cell_classes.png
Fill, decap, tap and diode cells in gray.
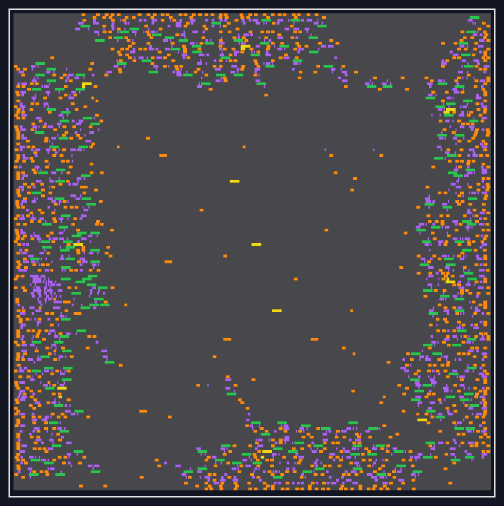
port_nets.png
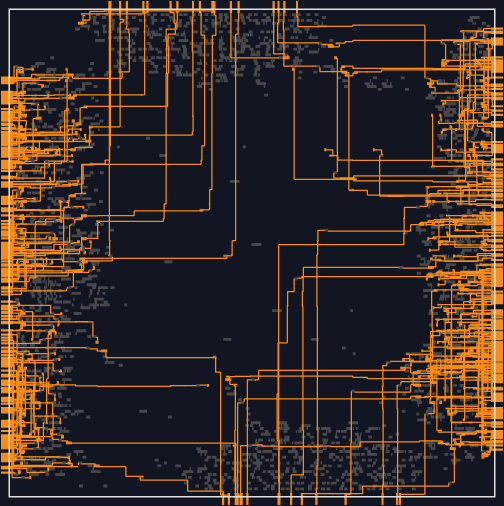
==> config.mk <==
export PLATFORM = sky130hd
export DESIGN_NAME = math_add_96_arb
export DESIGN_NICKNAME = d
export VERILOG_FILES = /design/src/rtl/math_pkg.sv /design/src/rtl/math_add_96_arb_rr_arb.sv /design/src/rtl/math_add_96_arb.sv
export SDC_FILE = /design/constraint.sdc
export NUM_CORES = 1
export LEC_CHECK = 0
export CAP_MARGIN = 20
export CELL_PAD_IN_SITES_DETAIL_PLACEMENT = 1
export CELL_PAD_IN_SITES_GLOBAL_PLACEMENT = 2
export CORE_AREA = 3 3 455 457
export CTS_CLUSTER_DIAMETER = 200
export CTS_CLUSTER_SIZE = 40
export DETAILED_ROUTE_END_ITERATION = 10
export DIE_AREA = 0 0 458 460
export PLACE_DENSITY = 0.5
export REMOVE_ABC_BUFFERS = 1
export SKIP_LAST_GASP = 1
export SYNTH_ARGS = -nofsm -noshare
export SYNTH_HDL_FRONTEND = slang
export SYNTH_SLANG_ARGS = --single-unit
export TNS_END_PERCENT = 100
==> constraint.sdc <==
create_clock -name clk -period 11.05 [get_ports clk]
set_input_delay 2.21 -clock clk [delete_from_list [all_inputs] [get_ports clk]]
set_output_delay 2.21 -clock clk [all_outputs]
set_load 0.005 [all_outputs]
==> flow_summary.ini <==
; generated from flow reports
[outcome]
run_status = complete, no violations

[power_and_ir_drop]
switching_share_pct = 52.2
power_frac_seq_pct = 16.5

[clock_network]
h-tree-depth = 1
cts_hold_buffers = 0
cts.sinks = 208
clock-root-buffer = sky130_fd_sc_hd__clkbuf_16

[route]
drtPass1Iterations = 4
drtIter0Drc = 566

[die]
die_area_um2 = 211000
fp.dieH_um = 460
floorplan_utilization_pct = 7.71

[setup_path]
critical_path.startpoint_type = primary input
r2r_setup_slack_ps = 5900

[synthesis]
synth-seq-area-share_pct = 33.1
yosysChipArea_um2 = 15700
synth_cell_types = 47
synth.avg_cell_area_um2 = 10.6

[global_route]
grt_max_degree = 138
grt-ovfl-total = 0
grt.total_usage_pct = 11.8

[timing]
slew_headroom_pct = 18.2
rsz_0062_raised_after_global_routing = false
final_critical_path_setup_slack_ps = 3710
hold_violations = 0
final.min_clock_period_ps = 7340

[finish]
filler_cell_count = 23800
layout.nets = 3124

[placed_design]
placement.setup.worst_slack_ps = 3680

[worst_hold_path]
holdCritPathClass = flop to flop
Notes on cell_classes.png above:
- orange: other buffers and delay cells (cells 997)
- purple: all other logic (cells 1028)
- green: flops (cells 208)
- yellow: clock drivers and dummy loads (cells 17)
utilization after layout: 13.5%
Rows: 166

Notes on port_nets.png above:
- orange: `req_dinb` (bits 384; direction input; edge 177 right, 173 left, 18 top, 16 bottom; end cells 288; buffers 384; wire 26.2 mm)
number of ports placed on the die boundary: 1169
Port Buffer Count: 974

cells by family after synthesis:
family                     Yosys count  synth area share [%]
AOI/OAI and AO/OA                  592                  42.6
and+or+nand+nor                    421                  10.8
buffers and inverters              254                  12.5
DFF                                208                  33.1
adders and majority gates            7                 0.541
muxes                                4                 0.573
through the flow:
step                       TNS, ps  cell area, um^2  util (%)
after floorplan           -2939120            13800         -
after global placement           0            27200      13.3
after global routing             0            27600      13.5
after detailed placement         0            27200      13.3
final                            0            27600      13.5
after CTS                        0            27500      13.5
Yosys cell counts (all sizes together) (2+ instances only):
library cell	number	area, um^2
dfrtp	208	5200
nand2	207	780
nor2	193	724
a21o	192	1440
a221oi	192	2810
o31ai	192	2340
buf	182	1690
clkbuf	68	255
ha	6	75.1
o21ai	5	25.0
a21oi	4	20.0
inv	4	15.0
mux4	4	90.1
and2	3	21.3
nor3	3	26.3
nand3b	2	15.0
nor2b	2	20.0
nor4	2	18.8
nor4b	2	32.5
layout make-up:
type	count	area, um^2	share of cell area, %
diodes	15	37.5	0.136
well taps	2688	3360	12.2
clock buffers	11	275	0.998
repair buffers	997	10000	36.3
clock inverters	6	61.3	0.222
multi-input cells	1024	8590	31.2
inverters	4	22.5	0.0817
flip-flops and latches	208	5200	18.9
per-layer routing:
| metal | track usage [%] | vias up | part of all wire, % |
|---|---|---|---|
| li1 | - | 7010 | - |
| met1 | 14.0 | 7918 | 41 |
| met2 | 19.3 | 883 | 46 |
| met3 | 5.61 | 102 | 11 |
| met4 | 2.19 | 36 | 1.6 |
| met5 | 1.65 | - | 0.50 |
worst max-delay path: stages:
cell,delay [ps]
sky130_fd_sc_hd__clkdlybuf4s50_1,490
sky130_fd_sc_hd__mux4_2,630
sky130_fd_sc_hd__nor4b_4,400
sky130_fd_sc_hd__nand2_1,240
sky130_fd_sc_hd__nand2_8,410
sky130_fd_sc_hd__and2_1,220
sky130_fd_sc_hd__clkdlybuf4s50_1,500
power groups by stage:
| stage | registers (W) | clock network, W | logic [W] |
|---|---|---|---|
| after floorplan | 0.00131 | 0 | 0.00394 |
| after global placement | 0.00130 | 0 | 0.00616 |
| after detailed placement | 0.00131 | 0 | 0.00618 |
| after CTS | 0.00130 | 0.000633 | 0.00620 |
| after global routing | 0.00134 | 0.000648 | 0.00647 |
| final | 0.00129 | 0.000567 | 0.00595 |
Power figures rest on the tool's default switching activity, not on a simulated workload.
